### src/rtl/seven_seg_scan.sv
// Four-digit multiplexed seven-segment driver with per-frame digit snapshot.
// Define LEADING_ZERO_BLANK_EN to blank leading zero digits 3..1.
module seven_seg_scan #(
  parameter int unsigned REFRESH_DIV  = 50000,
  parameter int unsigned BLANK_CYCLES = 16
) (
  input  logic       clk_50MHz,
  input  logic       reset,
  input  logic [3:0] num0,
  input  logic [3:0] num1,
  input  logic [3:0] num2,
  input  logic [3:0] num3,
  input  logic       colon,
  output logic [3:0] an,
  output logic [6:0] seg,
  output logic       dp
);

  localparam int unsigned CNT_W = (REFRESH_DIV > 1) ? $clog2(REFRESH_DIV) : 1;
  localparam logic [CNT_W-1:0] CNT_LAST  = CNT_W'(REFRESH_DIV - 1);
  localparam logic [CNT_W-1:0] CNT_BLANK = CNT_W'(BLANK_CYCLES);

  localparam logic [6:0] SEG_OFF  = 7'b1111111;
  localparam logic [6:0] SEG_DASH = 7'b0111111;

  logic [CNT_W-1:0] cnt;
  logic [1:0]       idx;
  logic [3:0]       snap0, snap1, snap2, snap3;
  logic             snap_colon;

  logic             cnt_wrap;
  logic             frame_wrap;
  logic             window;
  logic [3:0]       cur_digit;
  logic             lz_blank;
  logic [3:0]       an_nxt;
  logic [6:0]       seg_nxt;
  logic             dp_nxt;

  function automatic logic [6:0] bcd_to_seg(input logic [3:0] v);
    logic [6:0] s;
    case (v)
      4'd0:    s = 7'b1000000;
      4'd1:    s = 7'b1111001;
      4'd2:    s = 7'b0100100;
      4'd3:    s = 7'b0110000;
      4'd4:    s = 7'b0011001;
      4'd5:    s = 7'b0010010;
      4'd6:    s = 7'b0000010;
      4'd7:    s = 7'b1111000;
      4'd8:    s = 7'b0000000;
      4'd9:    s = 7'b0010000;
      default: s = SEG_DASH;
    endcase
    return s;
  endfunction

  assign cnt_wrap   = (cnt == CNT_LAST);
  assign frame_wrap = cnt_wrap && (idx == 2'd3);

  // Prescaler, scan index and frame snapshot
  always_ff @(posedge clk_50MHz or posedge reset) begin
    if (reset) begin
      cnt        <= '0;
      idx        <= '0;
      snap0      <= '0;
      snap1      <= '0;
      snap2      <= '0;
      snap3      <= '0;
      snap_colon <= 1'b0;
    end else begin
      if (cnt_wrap) begin
        cnt <= '0;
        idx <= idx + 2'd1;
      end else begin
        cnt <= cnt + CNT_W'(1);
      end
      if (frame_wrap) begin
        snap0      <= num0;
        snap1      <= num1;
        snap2      <= num2;
        snap3      <= num3;
        snap_colon <= colon;
      end
    end
  end

  always_comb begin
    cur_digit = snap0;
    case (idx)
      2'd0:    cur_digit = snap0;
      2'd1:    cur_digit = snap1;
      2'd2:    cur_digit = snap2;
      default: cur_digit = snap3;
    endcase
  end

`ifdef LEADING_ZERO_BLANK_EN
  // A dash (>9) is nonzero, so it stops blanking of lower digits
  always_comb begin
    lz_blank = 1'b0;
    case (idx)
      2'd3:    lz_blank = (snap3 == 4'd0);
      2'd2:    lz_blank = (snap3 == 4'd0) && (snap2 == 4'd0);
      2'd1:    lz_blank = (snap3 == 4'd0) && (snap2 == 4'd0) && (snap1 == 4'd0);
      default: lz_blank = 1'b0;
    endcase
  end
`else
  always_comb begin
    lz_blank = 1'b0;
  end
`endif

  always_comb begin
    window  = (cnt >= CNT_BLANK);
    an_nxt  = 4'b1111;
    seg_nxt = SEG_OFF;
    dp_nxt  = 1'b1;
    if (window) begin
      an_nxt = ~(4'b0001 << idx);
    end
    if (!lz_blank) begin
      seg_nxt = bcd_to_seg(cur_digit);
    end
    if (window && (idx == 2'd2) && snap_colon) begin
      dp_nxt = 1'b0;
    end
  end

  always_ff @(posedge clk_50MHz or posedge reset) begin
    if (reset) begin
      an  <= 4'b1111;
      seg <= SEG_OFF;
      dp  <= 1'b1;
    end else begin
      an  <= an_nxt;
      seg <= seg_nxt;
      dp  <= dp_nxt;
    end
  end

endmodule
### config.mk
export PLATFORM = sky130hd
export DESIGN_NAME = seven_seg_scan
export DESIGN_NICKNAME = d
export VERILOG_FILES = /design/src/rtl/seven_seg_scan.sv
export SDC_FILE = /design/constraint.sdc
export NUM_CORES = 1
export LEC_CHECK = 0
export CAP_MARGIN = 15
export CELL_PAD_IN_SITES_DETAIL_PLACEMENT = 1
export CELL_PAD_IN_SITES_GLOBAL_PLACEMENT = 1
export CORE_MARGIN = 3
export CORE_UTILIZATION = 40
export CTS_CLUSTER_DIAMETER = 50
export DETAILED_ROUTE_END_ITERATION = 10
export PLACE_DENSITY_LB_ADDON = 0.1
export SYNTH_ARGS = -nofsm -noshare
export SYNTH_HDL_FRONTEND = slang
export SYNTH_SLANG_ARGS = --single-unit
### constraint.sdc
create_clock -name clk_50MHz -period 3.12 [get_ports clk_50MHz]
set_input_delay 0.312 -clock clk_50MHz [delete_from_list [all_inputs] [get_ports clk_50MHz]]
set_output_delay 0.312 -clock clk_50MHz [all_outputs]
set_load 0.005 [all_outputs]
run_1/route_heat.png
The bar under the picture is 20 µm long. The die is cut into 16 by 16 equal tiles; dark blue is low, red is high, scaled to the fullest tile. Values are wire area over tile area, all layers added.
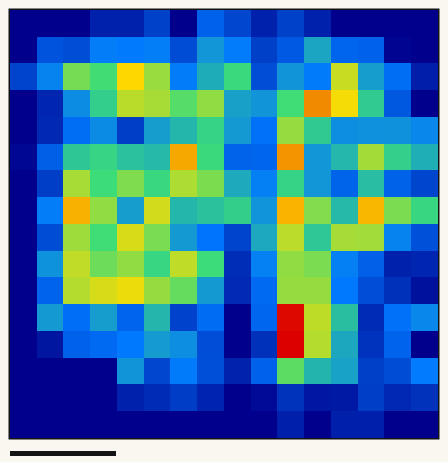
20% of the tiles are over half the peak. 18% of the tiles are nearly empty. The fullest tile reaches 0.40. The mean over all tiles is 0.11. The emptiest ninth of the die: bottom left.

run_1/congestion_map.png
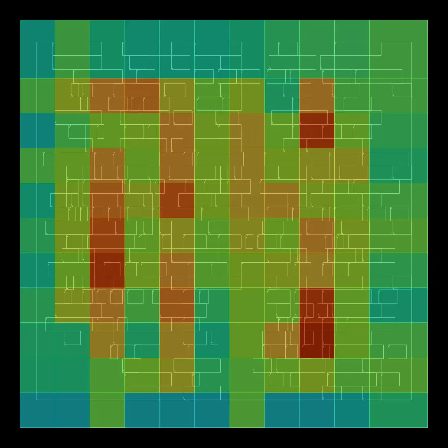
Core Util, Final: 0.522
most crowded layer after global routing: met2
total track usage: 0.161
routing usage on met3: 0.0381
M1 GR Usage: 0.191

run_1/sizing.png
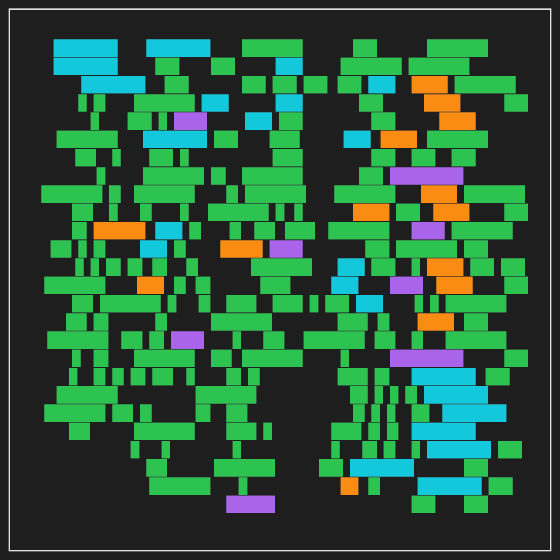
x2: in cyan, cells 23, share 11%, most used dfstp_2. x1 and smaller: in green, cells 171, share 79%, most used dfrtp_1. x3 and x4: in orange, cells 14, share 6.5%, most used mux2_4. x6 and larger: in purple, cells 8, share 3.7%, most used clkbuf_8.
fin area: 2740 µm²
Layout area overhead: 23.3%
Signal buffers: 32

run_1/util_map.png
The bar under the picture is 20 µm long. The die is cut into 8 by 8 equal tiles; dark blue is low, red is high, 0 to 100% covered.
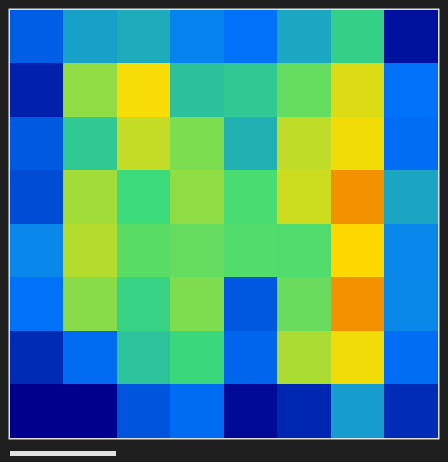
The mean over all tiles is 41%. 4.7% of the tiles are over 75% full. The emptiest ninth of the die: bottom left. The fullest tile reaches 84%.

==> flow_metrics.tcl, run 1 <==
# flow metrics
set metrics [dict create \
    status "completed" \
    grt_setup_unrepaired "false" \
    reg2reg_setup_slack_ns 0.84 \
    preCtsSetupSlack_ns 0.861 \
    cp_common_cell "inv_1" \
    dp_cells 277 \
    met3_length_um 198 \
    clkLatencyLatePin_ns 0.30 \
    seq_area_frac_synth 0.537 \
    crit_slowest_cell "dfrtp_1" \
    post_cts.repair.setup_buffers 0 \
    cts_buffer_depth 2 \
    finClkSkew_ns 0.00953 \
    vias 1483 \
    ys_area_um2 2220 \
    wirelength_mm 4.76 \
    power_leader "registers" \
    internal_power_uw 1010 \
    fill_cells 558 \
    rows 26 \
    post-route-period-util 0.730 \
    ys_sh_simple 0.132 \
    stdcell_count 286 \
    largest_reg_flops 16 \
    wl_met2_mm 2.51 \
    setup_viol 0 \
    crit_family "AND-OR/OR-AND gates" \
    flops 47 \
    top_layer_used "met4" \
    timing.final.ws_setup_ns 0.842 \
    logic_gates 117 \
    synth-main-ff-cell "dfrtp_1" \
    wire_per_inst_um 16.6 \
    syn-mean-instance-area_um2 12.3 \
    top_regs "cnt (16), seg (7)" \
    cts_resized 0 \
    synth_top_area_share 0.395 \
    synthTopCellsByArea "dfrtp_1 39%, dfstp_2 14%, mux2_4 6.8%" \
    overflow 0 \
    netSwitchingPower_uw 247 \
    hold_slack_ns 0.173 \
    r2r_end "seg[3]$_DFF_PP1_" \
    ir_worst_vdd_v 0.000228 \
    cp_cell_sequence "inv_1 > ha_1 > a222oi_1 > mux2_2 > inv_1 > o21ai_0 > o221ai_1" \
    drc 0 \
    seq_share 0.435 \
    cp_slowest_stage_delay_ns 0.41 \
    synth_cell_types 33 \
    dominant_cells "registers" \
    comb_area_frac 0.348 \
    finalSetupTns_ns 0 \
    criticalPathCategory "register to register" \
    cts_made_buffers 5 \
    yosys_warnings 0 \
    core-area_um2 5240 \
    cp.required_ns 3.31 \
    synth_adder_area_share 0.0564 \
    synth_area_leader_cell "dfrtp_1" \
    holdCritPathClass "input pin to asynchronous set/reset pin" \
    dpl.hpwl_mm 3.53 \
    power.density_nw_per_um2 459 \
    drive_above_1_share 0.208 \
    tapCellCount 70 \
    met2_usage 0.286 \
    async_flop_share 1.00 \
    dr.pass1.iters 4 \
    rr_worst_depth 7 \
    syn_inst 180 \
    fin_crit_ns 2.28 \
    cp-start-kind "register" \
    hold_violations 0 \
    layout_top_cell "dfrtp_1" \
    edf_count 0 \
    pg_seq_uw 642 \
    cts_tree "yes" \
    nNetsFinal 244 \
    layout_top_cells "35 x dfrtp_1, 30 x clkdlybuf4s50_1, 12 x nand3_1, 12 x dfstp_2" \
    numSynthFlops 47 \
    tightestPinTransition_ns 0.666 \
    timing.fmax_mhz 439 \
    num-nonclk-inverters 12 \
    hold_buffers 0 \
    vias_per_cell 5.19 \
    largest_register "cnt" \
    cts_sinks 47 \
    power_frac_comb 0.075 \
    worst-path-stages 7 \
    ctsRootBufferMaster "clkbuf_8" \
    synthTopCellsByCount "35 x dfrtp_1, 12 x dfstp_2, 12 x inv_1, 12 x nand3_1" \
    io_buffers 30 \
    pg_clk_uw 520 \
    antenna_left 0 \
    routabilityCongestion 0.838 \
    place_area_um2 2580 \
    synth_dominant_cell_count "dfrtp_1" \
    buf_share 0.120 \
    aoi_share 0.0519 \
    dieArea_um2 6480 \
    diodes 0 \
    relSlewSlack 0.553 \
    synthXorXnorAreaFrac 0.0513 \
    netlist_area_um2 2220 \
    seq_area_um2 1190 \
    finalMaxSlewViolations 0 \
    fp.dieW_um 80.5 \
]
run_1/class_map.png
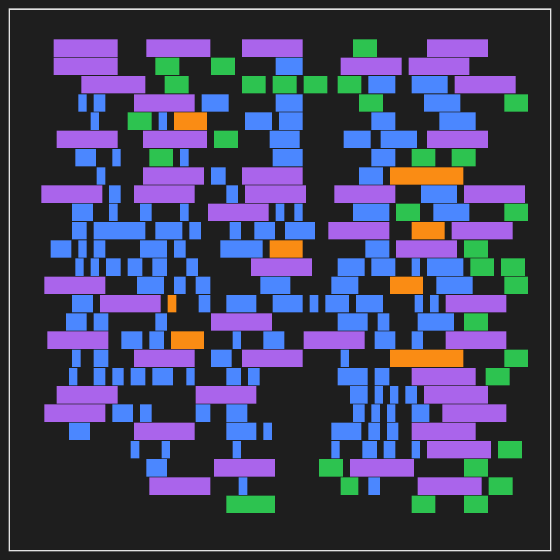

--- run 2 (diff from run 1) ---
--- a/config.mk
+++ b/config.mk
@@ -9,7 +9,7 @@
 export CELL_PAD_IN_SITES_DETAIL_PLACEMENT = 1
 export CELL_PAD_IN_SITES_GLOBAL_PLACEMENT = 1
 export CORE_MARGIN = 3
-export CORE_UTILIZATION = 40
+export CORE_UTILIZATION = 39
 export CTS_CLUSTER_DIAMETER = 50
 export DETAILED_ROUTE_END_ITERATION = 10
 export PLACE_DENSITY_LB_ADDON = 0.1
==> constraint.sdc (replaced) <==
create_clock -name clk_50MHz -period 2 [get_ports clk_50MHz]
set_input_delay 0.2 -clock clk_50MHz [delete_from_list [all_inputs] [get_ports clk_50MHz]]
set_output_delay 0.2 -clock clk_50MHz [all_outputs]
set_load 0.005 [all_outputs]
run_2/class_map.png
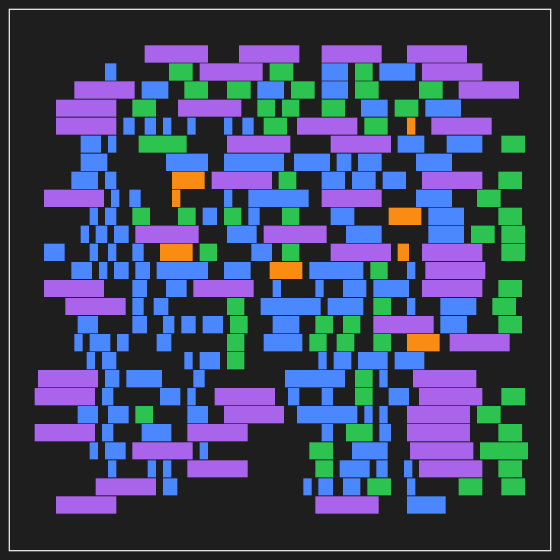
remaining buffers and delay cells: in green, cells 58, share of their area 18%. registers: in purple, cells 47, share of their area 41%. remaining logic cells: in blue, cells 129, share of their area 38%. clock drivers and dummy loads: in orange, cells 8, share of their area 2.8%.
Seq/total area: 0.393
Core Util, Final: 0.572
Core ar.: 5300 µm²
fin area: 3030 µm²

run_2/util_map.png
The bar under the picture is 20 µm long. The die is cut into 8 by 8 equal tiles; dark blue is low, red is high, 0 to 100% covered.
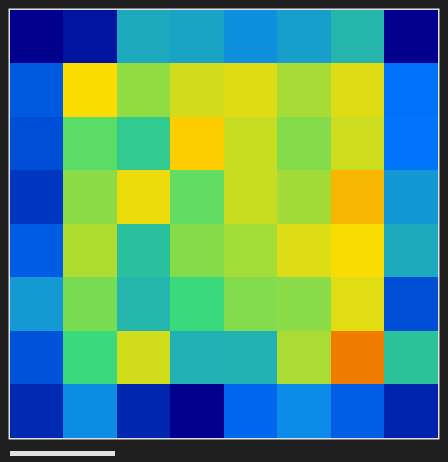
The densest ninth of the die: middle. The mean over all tiles is 44%. 4.7% of the tiles are over 75% full.
Init Core Util: 0.419

==> run 2 against run 1 <==
  * Non-clock buffer count increased by 26
  * Critical path depth stayed put
  * Utilization rose by 4.9 points
  * Clock skew down 0.0021 ns
  * Synthesized cell count stayed put
  * Wire length up 13%
  * Via count rose by 7.3%
  * Sequential share of layout area down 4.2 points
  * Final cell count up 9.1%
  * Power up 38%
  * Clock power is 4.4% higher
  * Critical path type unchanged
  * Critical endpoint is now seg[5]$_DFF_PP1_
==> flow_metrics.tcl, run 2 <==
# flow metrics
set metrics [dict create \
    cts_sinks 47 \
    cts_buffer_depth 2 \
    post_cts.repair.setup_buffers 6 \
    met3_usage 0.0340 \
    area_delta_synth_final_pct 36.6 \
    post-route-period-util 0.993 \
    status "completed" \
    syn-mean-instance-area_um2 12.3 \
    pg_clk_uw 543 \
    grt_setup_unrepaired "true" \
    cp_common_cell "ha_4" \
    wirelength_mm 5.38 \
    hold_slack_ns 0.240 \
    drive_above_1_share 0.364 \
    criticalPathCategory "register to register" \
    synth-main-ff-cell "dfrtp_1" \
    cts_resized 5 \
    nNetsFinal 270 \
    track_usage 0.166 \
    met1_usage 0.206 \
    largest_register "cnt" \
    r2r_end "seg[5]$_DFF_PP1_" \
    synthTopCellsByCount "35 x dfrtp_1, 12 x dfstp_2, 12 x inv_1, 12 x nand3_1" \
    synthTopCellsByArea "dfrtp_1 39%, dfstp_2 14%, mux2_4 6.8%" \
    overflow 0 \
    vias_per_cell 5.10 \
    synth_area_leader_cell "dfrtp_1" \
    met2_usage 0.289 \
    dp_cells 287 \
    flops 47 \
    antenna_left 0 \
    power_frac_comb 0.107 \
    aoi_share 0.0519 \
    crit_slowest_cell "dfrtp_2" \
    numSynthFlops 47 \
    cp_cell_sequence "ha_4 > a222oi_1 > mux2_4 > clkinvlp_4 > ha_4 > nor3_4 > a31oi_2" \
    hold_buffers 0 \
    power.density_nw_per_um2 571 \
    synth_cell_types 33 \
    pg_seq_uw 1000 \
    syn_inst 180 \
    dieArea_um2 6630 \
    ir_worst_vdd_v 0.000279 \
    crit_family "flip-flops" \
    preCtsSetupSlack_ns -0.272 \
    buf_share 0.178 \
    cp-start-kind "register" \
    synth_dominant_cell_count "dfrtp_1" \
    fin_crit_ns 1.99 \
    cts_tree "yes" \
    clkLatencyLatePin_ns 0.29 \
    synth_adder_area_share 0.0564 \
    worst-path-stages 7 \
    synthXorXnorAreaFrac 0.0513 \
    reg2reg_setup_slack_ns 0.01 \
    place_area_um2 2670 \
    power_leader "registers" \
    tightestPinTransition_ns 0.661 \
    synth_top_area_share 0.395 \
    drc 0 \
    finalSetupTns_ns 0 \
    largest_reg_flops 16 \
    top_layer_used "met4" \
    met3_length_um 191 \
    finClkSkew_ns 0.00745 \
    rr_worst_depth 7 \
    fill_cells 562 \
    finalMaxSlewViolations 0 \
    fp.dieW_um 81.4 \
    wl_met2_mm 2.80 \
    comb_area_frac 0.356 \
    dr.pass1.iters 5 \
    vias 1592 \
    top_regs "cnt (16), seg (7)" \
    logic_gates 117 \
    edf_count 0 \
    routabilityCongestion 0.874 \
    stdcell_count 312 \
    diodes 0 \
    netSwitchingPower_uw 390 \
    layout_top_cell "dfrtp_1" \
    ys_sh_simple 0.132 \
    async_flop_share 1.00 \
    hold_violations 0 \
    ctsRootBufferMaster "clkbuf_8" \
    cp.required_ns 2.21 \
    timing.final.ws_setup_ns 0.0140 \
    relSlewSlack 0.557 \
    io_buffers 30 \
    internal_power_uw 1340 \
    busiest_layer "met2" \
    seq_area_um2 1190 \
    rows 26 \
]
Power is estimated from default activity; no workload was simulated.
